run_1/clocks.png
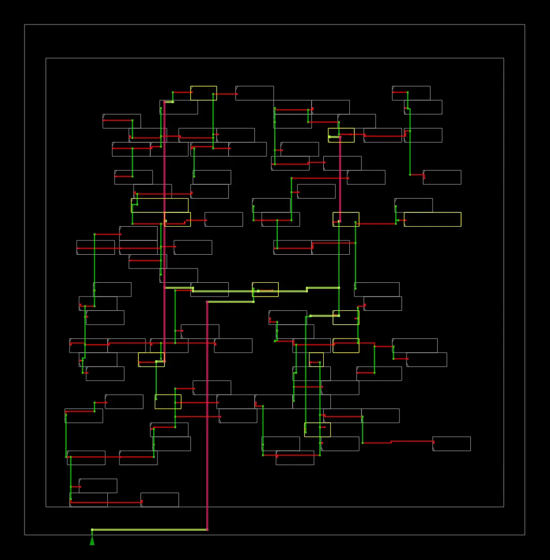
run_1/io_fan.png
(4 px per um)
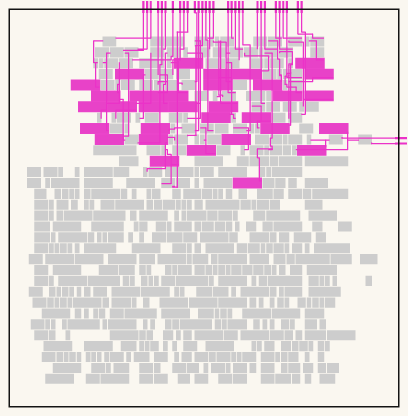
run_1/logic_types.png
(4 px per um)
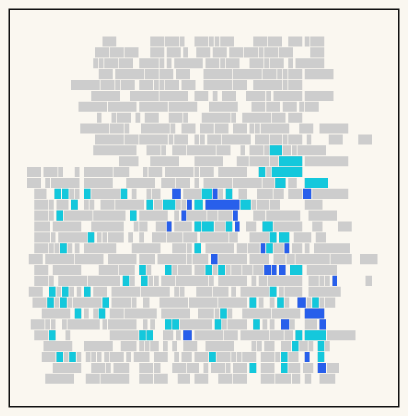
`src/rtl/lsu_if.sv`:
```
// Core-side request/response channel plus the byte-wide RAM port of the load/store unit.
// The slave modport is the lsu's view; the master modport is the core/RAM environment's view.
interface lsu_if #(
   parameter int ADDR_SZ = 8,
   parameter int DATA_SZ = 8
);
   logic                   req_valid;
   logic                   req_ready;
   logic                   req_we;
   logic [1:0]             req_size;
   logic [ADDR_SZ-1:0]     req_addr;
   logic [4*DATA_SZ-1:0]   req_wdata;

   logic                   rsp_valid;
   logic                   rsp_err;
   logic [4*DATA_SZ-1:0]   rsp_rdata;

   logic [ADDR_SZ-1:0]     ram_addr;
   logic [DATA_SZ-1:0]     ram_wdata;
   logic [DATA_SZ-1:0]     ram_rdata;
   logic                   ram_we;

   modport slave (
      input  req_valid, req_we, req_size, req_addr, req_wdata, ram_rdata,
      output req_ready, rsp_valid, rsp_err, rsp_rdata, ram_addr, ram_wdata, ram_we
   );

   modport master (
      output req_valid, req_we, req_size, req_addr, req_wdata, ram_rdata,
      input  req_ready, rsp_valid, rsp_err, rsp_rdata, ram_addr, ram_wdata, ram_we
   );
endinterface

```
`src/rtl/lsu.sv`:
```
// Load/store unit: splits 1/2/4-byte requests into little-endian single-byte RAM
// accesses and returns a one-cycle response with zero-extended load data.
module lsu #(
   parameter int ADDR_SZ = 8,
   parameter int DATA_SZ = 8
) (
   input  logic clk,
   input  logic rst,
   lsu_if.slave bus
);

   localparam logic [2:0] S_IDLE    = 3'd0;
   localparam logic [2:0] S_WR      = 3'd1;
   localparam logic [2:0] S_RD      = 3'd2;
   localparam logic [2:0] S_RD_TAIL = 3'd3;
   localparam logic [2:0] S_RSP     = 3'd4;

   logic [2:0]                  state_q, state_d;
   logic [2:0]                  k_q, k_d;
   logic [1:0]                  last_q, last_d;
   logic                        we_q, we_d;
   logic                        err_q, err_d;
   logic [ADDR_SZ-1:0]          addr_q, addr_d;
   logic [3:0][DATA_SZ-1:0]     wdata_q, wdata_d;
   logic [3:0][DATA_SZ-1:0]     rdata_q, rdata_d;

   logic                        rdata_clr;
   logic                        cap_en;
   logic [1:0]                  cap_idx;

   // last_q holds N-1 so the final-byte test is a plain equality on the counter
   always_comb begin
      state_d   = state_q;
      k_d       = k_q;
      last_d    = last_q;
      we_d      = we_q;
      err_d     = err_q;
      addr_d    = addr_q;
      wdata_d   = wdata_q;
      rdata_clr = 1'b0;
      cap_en    = 1'b0;
      cap_idx   = 2'd0;

      case (state_q)
         S_IDLE: begin
            if (bus.req_valid) begin
               we_d    = bus.req_we;
               addr_d  = bus.req_addr;
               wdata_d = bus.req_wdata;
               k_d     = 3'd0;
               case (bus.req_size)
                  2'b00:   last_d = 2'd0;
                  2'b01:   last_d = 2'd1;
                  2'b10:   last_d = 2'd3;
                  default: last_d = 2'd0;
               endcase
               if (!bus.req_we) begin
                  rdata_clr = 1'b1;
               end
               if (bus.req_size == 2'b11) begin
                  err_d   = 1'b1;
                  state_d = S_RSP;
               end else begin
                  err_d   = 1'b0;
                  state_d = bus.req_we ? S_WR : S_RD;
               end
            end
         end
         S_WR: begin
            k_d = k_q + 3'd1;
            if (k_q == {1'b0, last_q}) begin
               state_d = S_RSP;
            end
         end
         S_RD: begin
            // RAM data for the address issued last cycle arrives now
            if (k_q != 3'd0) begin
               cap_en  = 1'b1;
               cap_idx = 2'(k_q - 3'd1);
            end
            k_d = k_q + 3'd1;
            if (k_q == {1'b0, last_q}) begin
               state_d = S_RD_TAIL;
            end
         end
         S_RD_TAIL: begin
            cap_en  = 1'b1;
            cap_idx = last_q;
            state_d = S_RSP;
         end
         S_RSP: begin
            state_d = S_IDLE;
         end
         default: begin
            state_d = S_IDLE;
         end
      endcase
   end

   generate
      for (genvar gi = 0; gi < 4; gi++) begin : g_rbyte
         assign rdata_d[gi] = rdata_clr                            ? '0 :
                              (cap_en && (cap_idx == 2'(gi)))      ? bus.ram_rdata :
                                                                     rdata_q[gi];
      end
   endgenerate

   always_ff @(posedge clk) begin
      if (rst) begin
         state_q <= S_IDLE;
         k_q     <= 3'd0;
         last_q  <= 2'd0;
         we_q    <= 1'b0;
         err_q   <= 1'b0;
         addr_q  <= '0;
         wdata_q <= '0;
         rdata_q <= '0;
      end else begin
         state_q <= state_d;
         k_q     <= k_d;
         last_q  <= last_d;
         we_q    <= we_d;
         err_q   <= err_d;
         addr_q  <= addr_d;
         wdata_q <= wdata_d;
         rdata_q <= rdata_d;
      end
   end

   logic in_wr;
   logic in_rd;
   assign in_wr = (state_q == S_WR);
   assign in_rd = (state_q == S_RD);

   // All outputs decode from registered state; req_ready is also held low during reset
   assign bus.req_ready = (state_q == S_IDLE) && !rst;
   assign bus.ram_we    = in_wr;
   assign bus.ram_addr  = (in_wr || in_rd) ? (addr_q + ADDR_SZ'(k_q)) : '0;
   assign bus.ram_wdata = in_wr ? wdata_q[k_q[1:0]] : '0;
   assign bus.rsp_valid = (state_q == S_RSP);
   assign bus.rsp_err   = (state_q == S_RSP) && err_q;
   assign bus.rsp_rdata = rdata_q;

   // we_q is latched for completeness of the request record; direction is encoded in the state
   logic unused_we;
   assign unused_we = we_q;

endmodule

```
`src/flat_wrapper.sv`:
```
// flat-port wrapper written by rule: the top's interface ports become plain ports
module lsu_flat 
#(
   parameter int ADDR_SZ = 8,
   parameter int DATA_SZ = 8
)
  (clk, rst, bus_req_valid, bus_req_we, bus_req_size, bus_req_addr, bus_req_wdata, bus_ram_rdata, bus_req_ready, bus_rsp_valid, bus_rsp_err, bus_rsp_rdata, bus_ram_addr, bus_ram_wdata, bus_ram_we);
  lsu_if #(.ADDR_SZ(ADDR_SZ), .DATA_SZ(DATA_SZ)) bus_i ();
  input  logic clk;
  input  logic rst;
  input wire logic [$bits(bus_i.req_valid)-1:0] bus_req_valid;
  input wire logic [$bits(bus_i.req_we)-1:0] bus_req_we;
  input wire logic [$bits(bus_i.req_size)-1:0] bus_req_size;
  input wire logic [$bits(bus_i.req_addr)-1:0] bus_req_addr;
  input wire logic [$bits(bus_i.req_wdata)-1:0] bus_req_wdata;
  input wire logic [$bits(bus_i.ram_rdata)-1:0] bus_ram_rdata;
  output wire logic [$bits(bus_i.req_ready)-1:0] bus_req_ready;
  output wire logic [$bits(bus_i.rsp_valid)-1:0] bus_rsp_valid;
  output wire logic [$bits(bus_i.rsp_err)-1:0] bus_rsp_err;
  output wire logic [$bits(bus_i.rsp_rdata)-1:0] bus_rsp_rdata;
  output wire logic [$bits(bus_i.ram_addr)-1:0] bus_ram_addr;
  output wire logic [$bits(bus_i.ram_wdata)-1:0] bus_ram_wdata;
  output wire logic [$bits(bus_i.ram_we)-1:0] bus_ram_we;
  assign bus_i.req_valid = bus_req_valid;
  assign bus_i.req_we = bus_req_we;
  assign bus_i.req_size = bus_req_size;
  assign bus_i.req_addr = bus_req_addr;
  assign bus_i.req_wdata = bus_req_wdata;
  assign bus_i.ram_rdata = bus_ram_rdata;
  assign bus_req_ready = bus_i.req_ready;
  assign bus_rsp_valid = bus_i.rsp_valid;
  assign bus_rsp_err = bus_i.rsp_err;
  assign bus_rsp_rdata = bus_i.rsp_rdata;
  assign bus_ram_addr = bus_i.ram_addr;
  assign bus_ram_wdata = bus_i.ram_wdata;
  assign bus_ram_we = bus_i.ram_we;
  lsu #(.ADDR_SZ(ADDR_SZ), .DATA_SZ(DATA_SZ)) u_core (.clk(clk), .rst(rst), .bus(bus_i));
endmodule
```
`config.mk`:
```
export PLATFORM = sky130hd
export DESIGN_NAME = lsu_flat
export DESIGN_NICKNAME = d
export VERILOG_FILES = /design/src/rtl/lsu_if.sv /design/src/rtl/lsu.sv /design/src/flat_wrapper.sv
export SDC_FILE = /design/constraint.sdc
export NUM_CORES = 1
export LEC_CHECK = 0
export CAP_MARGIN = 0
export CORE_AREA = 4 4 93 95
export CTS_CLUSTER_DIAMETER = 30
export DETAILED_ROUTE_END_ITERATION = 10
export DIE_AREA = 0 0 97 99
export GPL_ROUTABILITY_DRIVEN = 0
export PLACE_DENSITY = 0.86
export SETUP_SLACK_MARGIN = 0.15
export SYNTH_ARGS = -nofsm -noshare
export SYNTH_HDL_FRONTEND = slang
export SYNTH_SLANG_ARGS = --single-unit
```
`constraint.sdc`:
```
create_clock -name clk -period 2.64 [get_ports clk]
set_clock_uncertainty 0.05 [all_clocks]
set_input_delay 0.66 -clock clk [delete_from_list [all_inputs] [get_ports clk]]
set_output_delay 0.66 -clock clk [all_outputs]
set_load 0.02 [all_outputs]
```
==> results.py, run 1 <==
# Generated from Yosys and OpenROAD reports
metrics = {
    "status": {
        "status": "finished with violations",
        "violations": "negative setup slack",
    },
    "clock_network": {
        "cts_tree": "built",
        "cts-root-buf": "clkbuf_8",
        "ctsHtreeMaxLevel": 3,
        "cts_buffer_depth": 2,
        "clk_pin_slew_ps": 80,
        "holdBufCountCts": 0,
        "cts_setup_buffers": 0,
    },
    "worst_setup_path": {
        "cp-endpoint": "bus_ram_addr[6]",
        "crit_chain": "ha_4 -> inv_2 -> fa_2 -> nor2b_4 -> o2111ai_2 -> xor2_1 -> nor2_2 -> buf_6",
        "r2r_slack_ps": 290,
        "end_kind": "output port",
        "r2r_start": "u_core.state_q[0]$_SDFFE_PP0P_",
        "cp.required_ps": 1930,
        "slowest_stage": "dfxtp_4",
        "critical_path.n_buffers_inverters": 2,
        "crit_type": "register to output port",
        "crit_path_start_kind": "register",
        "critical_path_depth": 8,
        "crit_fanout": 3,
        "critPathLaunch": "u_core.k_q[0]$_SDFFE_PP0P_",
        "crit_family": "adder cells",
        "max_stage_delay_ps": 370,
        "ff2ff_path_depth": 5,
        "cp.arrival_ps": 1950,
        "rr_endpoint": "u_core.bus.rsp_rdata[25]$_SDFFE_PP0P_",
    },
    "grt": {
        "antenna_found_initial": 0,
        "use_met1": 0.2274,
        "grt_pass1_vias": 3303,
        "grt_usage": 0.2053,
        "grt-ovfl-total": 0,
        "grt_max_degree": 50,
        "use_met3": 0.03822,
        "busiest_layer": "met2",
        "grt_pass1_wl_um": 15900,
    },
    "floorplanning": {
        "coreArea_sq_um": 7727,
        "num_rows": 32,
        "die-area_sq_um": 9603,
        "initCoreUtil": 0.4752,
        "die_w_um": 97,
    },
    "cells_and_area": {
        "drive_gt1_frac": 0.1629,
        "antennaDiodeCount": 0,
        "seqCellArea_sq_um": 1634,
        "n_fill_cell": 561,
        "nets": 594,
        "syn_to_final_growth_pct": 42.56,
        "post_layout_nonfiller_instances": 636,
        "fin_area_sq_um": 5235,
        "fin_util": 0.6775,
        "layout.area.comb_sq_um": 1958,
    },
    "detailed_routing": {
        "met1Wirelength_um": 3923,
        "drtIter0Drc": 225,
        "postRouteAntennaNets": 0,
        "via_count": 3434,
        "drc": 0,
        "met2WireLength_um": 5669,
        "firstDrtPassIters": 5,
        "routed_via_density": 5.399,
        "highest_layer": "met4",
        "dr_wl_met3_um": 499,
    },
    "power_and_ir_drop": {
        "power_clock_w": 0.000954,
        "switching_power_w": 0.001156,
        "ir_drop_uv": 466.8,
        "p_leak_nw": 2.152,
        "maxPowerGroup": "sequential cells",
        "switching_share": 0.3221,
        "internal_power_w": 0.002434,
        "pwr-share-comb": 0.332,
        "seq_power_share": 0.402,
        "power_w": 0.003590,
        "seq-power_w": 0.00144,
        "comb_power_w": 0.00119,
        "p_per_area_nw_per_um2": 685.7,
    },
    "synth": {
        "ys_ff": 81,
        "yosys-stat-area_sq_um": 3672,
        "postSynthCellCount": 422,
        "simple_gate_share": 0.2112,
        "synth-edff-count": 0,
        "synth_cell_types": 42,
        "top_area_cell": "dfxtp_1",
        "yosys.area_share.adder": 0.02930,
        "syn_avg_cell_area_sq_um": 8.702,
        "logic_family": "simple AND/OR/NAND/NOR gates",
        "synth-main-ff-cell": "dfxtp_1",
        "ys_sh_aoi": 0.1135,
        "synth.top_cells.by_count": "nand2_1 (129), dfxtp_1 (81), a21oi_1 (49)",
        "mux_share": 0.1390,
        "yosysWarningCount": 0,
        "syn_nets": 484,
        "ys_seq_frac": 0.4416,
        "top_cells_by_area": "dfxtp_1 (44%), nand2_1 (13%), mux2i_1 (9.0%)",
        "async_reset_ff_frac": 0,
        "ys_cells": 422,
        "synthXorXnorAreaFrac": 0.01670,
        "synthesis.area_sq_um": 3672,
        "top_area_frac": 0.4416,
    },
    "hold_path": {
        "min_path_type": "register to register",
        "holdPathStages": 2,
        "worstHoldStart": "u_core.wdata_q[15]$_SDFFE_PP0P_",
        "holdPathEnd": "u_core.wdata_q[15]$_SDFFE_PP0P_",
    },
    "final_timing": {
        "tightest_slew_ps": 655.3,
        "setup_ws_ps": -19.24,
        "hold_slack_ps": 406.8,
        "fmax_mhz": 376.0,
        "min_period_ps": 2659,
        "slew_headroom": 0.5631,
        "setup_viol": 1,
        "tns_ps": -19.24,
        "rsz0062_at_grt": "yes",
        "hold_violations": 0,
        "finalClockPeriodUsage": 1.007,
    },
    "placement": {
        "dp_hpwl_um": 7262,
        "placed_area_sq_um": 4867,
        "dp_cells": 616,
        "pre_cts_slack_ps": -235.4,
    },
    "run": {
        "max_cap_violations": 0,
        "tool_warnings": 30,
    },
}
Back to the opening pictures, clocks.png:
CLK BUF: 10
CTS Sinks: 81
clk_lat worst skew: 340 ps
Num CTS Buffers: 9
flip-flops: 81

Back to the opening pictures, io_fan.png:
- magenta: `bus_rsp_rdata` (bits 32; direction output; edge 30 top, 2 right; end cells 32; wire 1110 um)
IO Port Bufs: 105
Ports: 106

Back to the opening pictures, logic_types.png:
- cyan: inverting AOI/OAI gates (cells 67)
- blue: NOR gates (cells 23)

[run 1: layout by cell type (no fill, tap or decap), types with 3 or more instances in the layout]
cell,instances
o31ai_1,3
o21ai_1,3
or3_1,3
clkdlybuf4s50_1,85
nor3_1,4
buf_12,4
buf_6,10
and3_4,6
nor2_2,3
buf_2,3
buf_4,20
mux2i_1,33
ha_1,5
o21ai_0,3
dlygate4sd2_1,4
xor2_1,6
clkbuf_8,10
inv_1,8
dfxtp_4,3
and2_1,3
nor2_1,11
nand2_1,129
dfxtp_1,77
and3_1,4
a21oi_1,47
mux4_2,8
[run 1: cell type report]
cell class,instances,area share
timing repair buffer,129,0.2438
multi-input combinational,302,0.3740
inverter,9,0.006453
tap,102,0.02438
clock buffer,10,0.02629
sequential,81,0.3121
clock inverter,3,0.01291
==> run 1 -> run 2 <==
--- a/config.mk
+++ b/config.mk
@@ -5,13 +5,15 @@
 export SDC_FILE = /design/constraint.sdc
 export NUM_CORES = 1
 export LEC_CHECK = 0
-export CAP_MARGIN = 0
-export CORE_AREA = 4 4 93 95
+export CAP_MARGIN = 20
+export CELL_PAD_IN_SITES_DETAIL_PLACEMENT = 1
+export CELL_PAD_IN_SITES_GLOBAL_PLACEMENT = 1
+export CORE_AREA = 4 4 108 110
 export CTS_CLUSTER_DIAMETER = 30
 export DETAILED_ROUTE_END_ITERATION = 10
-export DIE_AREA = 0 0 97 99
+export DIE_AREA = 0 0 112 114
 export GPL_ROUTABILITY_DRIVEN = 0
-export PLACE_DENSITY = 0.86
+export PLACE_DENSITY_LB_ADDON = 0.1
 export SETUP_SLACK_MARGIN = 0.15
 export SYNTH_ARGS = -nofsm -noshare
 export SYNTH_HDL_FRONTEND = slang
run_2/clocks.png
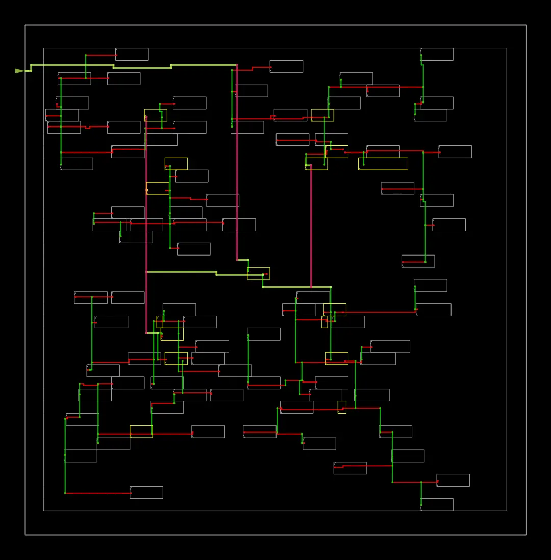
CLK BUF: 14
Clock group: 0.000939 W

==> run 2 against run 1 <==
Compared with the run above:
- the run still ends with negative setup slack left
- routed wire length increased by 0.95%
- flip-flop count unchanged
- register-to-register slack improved by 190 ps
- sequential power about the same
- clock-buffer cell count increased by 4
- core utilization decreased by 19 points
- non-clock buffer count decreased by 2
- cell count increased by 6.1%
- critical path depth decreased by 4
- power decreased by 2.4%
- first-iteration DRC count decreased by 66%
- combinational power decreased by 5%
- critical path type unchanged
- highest routed layer unchanged
==> results.py, run 2 <==
# Generated from Yosys and OpenROAD reports
metrics = {
    "grt": {
        "grt_usage": 0.1673,
        "grt_max_degree": 50,
        "grt-ovfl-total": 0,
        "antenna_found_initial": 0,
    },
    "synth": {
        "synth.top_cells.by_count": "nand2_1 (129), dfxtp_1 (81), a21oi_1 (49)",
        "yosys-stat-area_sq_um": 3672,
        "simple_gate_share": 0.2112,
        "ys_cells": 422,
        "top_cells_by_area": "dfxtp_1 (44%), nand2_1 (13%), mux2i_1 (9.0%)",
        "postSynthCellCount": 422,
        "async_reset_ff_frac": 0,
        "mux_share": 0.1390,
        "logic_family": "simple AND/OR/NAND/NOR gates",
        "synth-edff-count": 0,
        "top_area_cell": "dfxtp_1",
        "syn_nets": 484,
        "ys_ff": 81,
        "synth-main-ff-cell": "dfxtp_1",
        "synthXorXnorAreaFrac": 0.01670,
        "ys_sh_aoi": 0.1135,
    },
    "hold_path": {
        "holdPathStages": 2,
    },
    "final_timing": {
        "finalClockPeriodUsage": 1.004,
        "tns_ps": -18.79,
        "rsz0062_at_grt": "yes",
        "setup_viol": 3,
        "tightest_slew_ps": 657.7,
        "setup_ws_ps": -9.288,
        "hold_violations": 0,
    },
    "worst_setup_path": {
        "rr_endpoint": "u_core.bus.rsp_rdata[21]$_SDFFE_PP0P_",
        "crit_type": "register to output port",
        "cp-endpoint": "bus_ram_wdata[1]",
        "r2r_slack_ps": 480,
        "crit_path_start_kind": "register",
        "ff2ff_path_depth": 5,
        "end_kind": "output port",
        "r2r_start": "u_core.state_q[0]$_SDFFE_PP0P_",
    },
    "power_and_ir_drop": {
        "p_leak_nw": 2.176,
        "seq_power_share": 0.411,
        "maxPowerGroup": "sequential cells",
        "seq-power_w": 0.00144,
        "p_per_area_nw_per_um2": 668.9,
        "comb_power_w": 0.00113,
        "switching_power_w": 0.001152,
        "ir_drop_uv": 373.5,
        "internal_power_w": 0.002352,
    },
    "run": {
        "tool_warnings": 30,
        "max_cap_violations": 0,
    },
    "floorplanning": {
        "num_rows": 38,
        "coreArea_sq_um": 10700,
        "initCoreUtil": 0.3433,
        "die_w_um": 112,
    },
    "clock_network": {
        "ctsHtreeMaxLevel": 3,
        "clk_latency_ps": 340,
        "cts_made_buffers": 9,
        "clock-sinks": 81,
    },
    "cells_and_area": {
        "final_cell_mix": "nand2_1 (129), clkdlybuf4s50_1 (84), dfxtp_1 (77)",
        "layout_top_cell": "nand2_1",
        "drive_gt1_frac": 0.1458,
        "post_layout_nonfiller_instances": 675,
        "seqCellArea_sq_um": 1629,
        "nets": 592,
        "layout.area.comb_sq_um": 1941,
        "syn_to_final_growth_pct": 42.62,
        "fin_area_sq_um": 5238,
    },
    "status": {
        "violations": "negative setup slack",
        "status": "finished with violations",
    },
    "detailed_routing": {
        "drtIter0Drc": 77,
        "firstDrtPassIters": 4,
        "highest_layer": "met4",
        "met2WireLength_um": 5214,
        "routed_via_density": 4.839,
    },
    "placement": {
        "dp_cells": 654,
    },
}
## run 2: worst max-delay path, stage by stage (launching register included)
cell,delay (ps)
dfxtp_2,350
buf_8,200
mux4_2,510
and3_1,210
dlygate4sd2_1,330
## run 2: final cells by class
class / count / share of cell area
multi-input combinational: 302 / 0.3705
clock buffer: 14 / 0.03297
clock inverter: 2 / 0.006689
tap: 140 / 0.03344
sequential: 81 / 0.3110
inverter: 9 / 0.006450
timing repair buffer: 127 / 0.2389
## run 2: per-layer routing
| layer | global-route usage | vias to the layer above |
|---|---|---|
| met5 | 0 | - |
| met2 | 0.2894 | 58 |
| met3 | 0.03077 | 8 |
| li1 | - | 1636 |
| met4 | 0.05288 | 0 |
| met1 | 0.2124 | 1564 |
==> run 2 -> run 3 <==
--- a/config.mk
+++ b/config.mk
@@ -6,12 +6,13 @@
 export NUM_CORES = 1
 export LEC_CHECK = 0
 export CAP_MARGIN = 20
-export CELL_PAD_IN_SITES_DETAIL_PLACEMENT = 1
+export CELL_PAD_IN_SITES_DETAIL_PLACEMENT = 0
 export CELL_PAD_IN_SITES_GLOBAL_PLACEMENT = 1
-export CORE_AREA = 4 4 108 110
+export CORE_AREA = 4 4 95 97
 export CTS_CLUSTER_DIAMETER = 30
 export DETAILED_ROUTE_END_ITERATION = 10
-export DIE_AREA = 0 0 112 114
+export DIE_AREA = 0 0 99 101
+export DONT_BUFFER_PORTS = 1
 export GPL_ROUTABILITY_DRIVEN = 0
 export PLACE_DENSITY_LB_ADDON = 0.1
 export SETUP_SLACK_MARGIN = 0.15
run_3/clocks.png
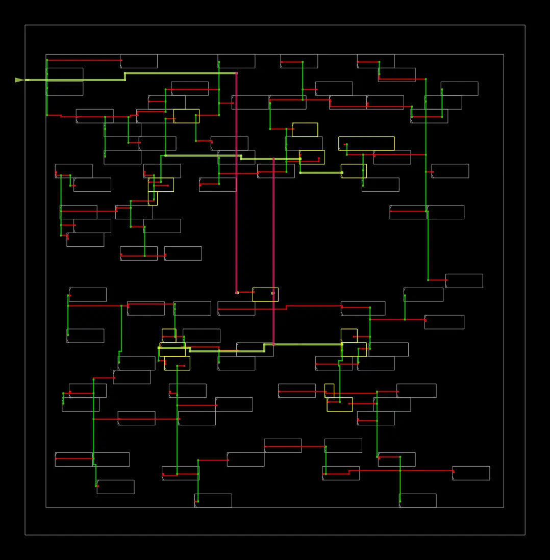
Clock group: 0.000890 W
CLK BUF: 10

==> run 3 against run 2 <==
Compared with the run above:
- the run now ends clean
- clock-buffer cell count is 4 lower
- final area is 22% lower
- die size fell by 22%
- critical path type unchanged
- largest power group unchanged
- fmax is 1.6% higher
- global-route usage is 0.77 points higher
- register-to-register slack improved by 20 ps
- first-iteration DRC count rose by 6.5%
==> results.py, run 3 <==
# Generated from Yosys and OpenROAD reports
metrics = {
    "detailed_routing": {
        "firstDrtPassIters": 4,
        "routed_via_density": 5.255,
        "avgRoutedWirePerCell_um": 16.41,
        "postRouteAntennaNets": 0,
        "via_count": 2785,
        "wirelength_um": 8698,
        "drc": 0,
        "met2WireLength_um": 3985,
        "drtIter0Drc": 82,
        "highest_layer": "met4",
    },
    "synth": {
        "syn_nets": 484,
        "syn_avg_cell_area_sq_um": 8.702,
        "synth-main-ff-cell": "dfxtp_1",
        "async_reset_ff_frac": 0,
        "top_cells_by_area": "dfxtp_1 (44%), nand2_1 (13%), mux2i_1 (9.0%)",
        "ys_cells": 422,
        "synth_cell_types": 42,
        "top_cell": "nand2_1",
        "ys_ff": 81,
        "yosysWarningCount": 0,
        "top_area_cell": "dfxtp_1",
        "synth-edff-count": 0,
        "yosys-stat-area_sq_um": 3672,
        "synthesis.area_sq_um": 3672,
        "synth.top_cells.by_count": "nand2_1 (129), dfxtp_1 (81), a21oi_1 (49)",
        "postSynthCellCount": 422,
    },
    "final_timing": {
        "setup_ws_ps": 32.75,
        "finalClockPeriodUsage": 0.9876,
        "tns_ps": 0,
        "slew_headroom": 0.5520,
        "tightest_slew_ps": 672.1,
        "hold_slack_ps": 334.8,
        "rsz0062_at_grt": "yes",
        "setup_viol": 0,
        "slew_viol_final": 0,
        "hold_violations": 0,
    },
    "run": {
        "max_cap_violations": 0,
        "tool_warnings": 30,
    },
    "worst_setup_path": {
        "crit_family": "adder cells",
        "ff2ff_path_depth": 6,
        "slowest_stage": "dfxtp_2",
        "cp-endpoint": "bus_ram_addr[6]",
        "r2r_slack_ps": 500,
        "max_stage_delay_ps": 350,
        "crit_type": "register to output port",
        "crit_chain": "ha_4 -> inv_2 -> fa_2 -> nor2b_4 -> o2111ai_2 -> xor2_1 -> nor2_2",
        "critical_path.n_buffers_inverters": 1,
        "critical_path_depth": 7,
        "critPathLaunch": "u_core.addr_q[0]$_SDFFE_PP0P_",
        "r2r_start": "u_core.k_q[0]$_SDFFE_PP0P_",
        "cp.required_ps": 1930,
        "rr_endpoint": "u_core.bus.rsp_rdata[7]$_SDFFE_PP0P_",
        "cp.arrival_ps": 1900,
        "crit_path_start_kind": "register",
        "end_kind": "output port",
    },
    "floorplanning": {
        "initCoreUtil": 0.4515,
        "die_w_um": 99,
        "num_rows": 33,
        "coreArea_sq_um": 8134,
        "die-area_sq_um": 9999,
    },
    "power_and_ir_drop": {
        "seq-power_w": 0.00145,
        "comb_power_w": 0.000871,
        "maxPowerGroup": "sequential cells",
        "power_w": 0.003211,
        "switching_share": 0.3389,
        "internal_power_w": 0.002123,
        "switching_power_w": 0.001088,
        "ir_drop_uv": 298.8,
        "p_leak_nw": 1.660,
        "p_per_area_nw_per_um2": 787.5,
        "seq_power_share": 0.452,
        "pwr-share-clk": 0.277,
    },
    "placement": {
        "dp_hpwl_um": 5933,
        "pre_cts_slack_ps": 286.1,
        "placed_area_sq_um": 3787,
        "dp_cells": 513,
    },
    "clock_network": {
        "cts-root-buf": "clkbuf_8",
        "cts_made_buffers": 9,
        "holdBufCountCts": 0,
        "ctsHtreeMaxLevel": 3,
        "clock-sinks": 81,
        "cts_setup_buffers": 1,
        "cts_tree": "built",
        "clk_latency_ps": 340,
    },
    "cells_and_area": {
        "post_layout_nonfiller_instances": 530,
        "fin_util": 0.5013,
        "syn_to_final_growth_pct": 11.04,
        "fin_area_sq_um": 4078,
        "n_fill_cell": 787,
        "drive_gt1_frac": 0.1576,
        "final_cell_mix": "nand2_1 (129), dfxtp_1 (76), a21oi_1 (45)",
        "nets": 483,
        "antennaDiodeCount": 0,
        "layout_top_cell": "nand2_1",
    },
    "grt": {
        "busiest_layer": "met2",
        "use_met3": 0.06298,
        "use_met1": 0.2362,
        "grt_usage": 0.1750,
        "grt_pass1_wl_um": 13960,
        "grt-ovfl-total": 0,
        "grt_max_degree": 51,
        "antenna_found_initial": 0,
        "grt_use_met2": 0.2624,
        "grt_pass1_vias": 2731,
    },
    "hold_path": {
        "holdPathStages": 1,
    },
    "status": {
        "status": "completed",
    },
}
[run 3: area by class of cell]
cell class	instances	area, sq um	area share
well taps	105	131.4	0.03222
multi-input cells	302	1949	0.4781
repair buffers	18	138.9	0.03406
inverters	9	33.78	0.008285
clock buffers	10	137.6	0.03375
clock inverters	5	56.30	0.01381
flip-flops and latches	81	1630	0.3998
[run 3: logic make-up after synthesis]
kind of cell	synth area share
compound gates	0.1135
xor+xnor	0.01670
fa+ha+maj	0.02930
buf+inv	0.04872
flops	0.4416
mux	0.1390
simple gates	0.2113
[run 3: worst register-to-register path, delay by kind of cell (launching register included)]
family	cells	cell delay (ps)
AND-OR/OR-AND	1	560
adder cells (fa/ha/maj)	1	280
buffers and inverters	2	370
flip-flops	1	350
multiplexers	1	250
AND/OR/NAND/NOR	1	200

## Gallery

Sequential cells grouped by signal name.
Plate I
(4 px per um) Other sequential cells in the stronger grey, the rest of the logic in the fainter grey.
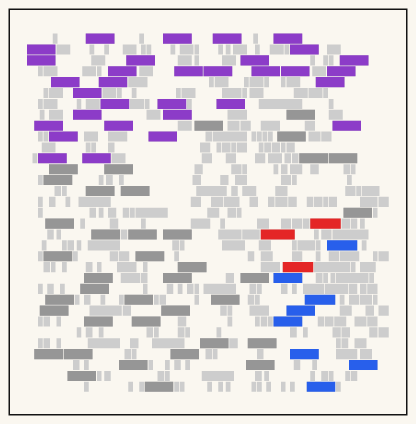
Plate II
(4 px per um) Other sequential cells in the stronger grey, the rest of the logic in the fainter grey.
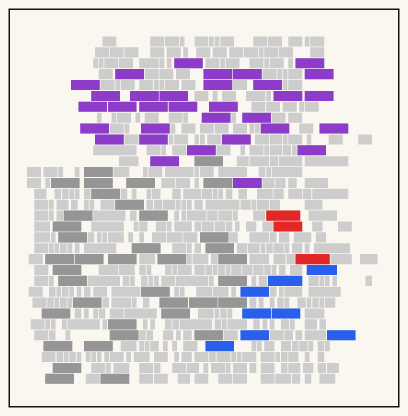
Plate III
(3 px per um) Other sequential cells in the stronger grey, the rest of the logic in the fainter grey.
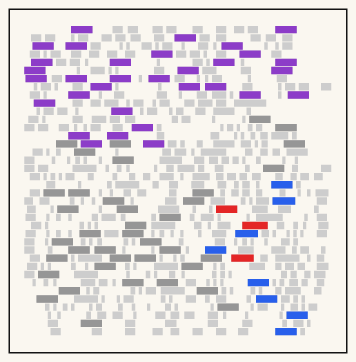
Of these, fewest cells: Plate I
Of these, largest die: Plate III
run 1 -> Plate II
run 2 -> Plate III
run 3 -> Plate I

Power is estimated from default activity; no workload was simulated.
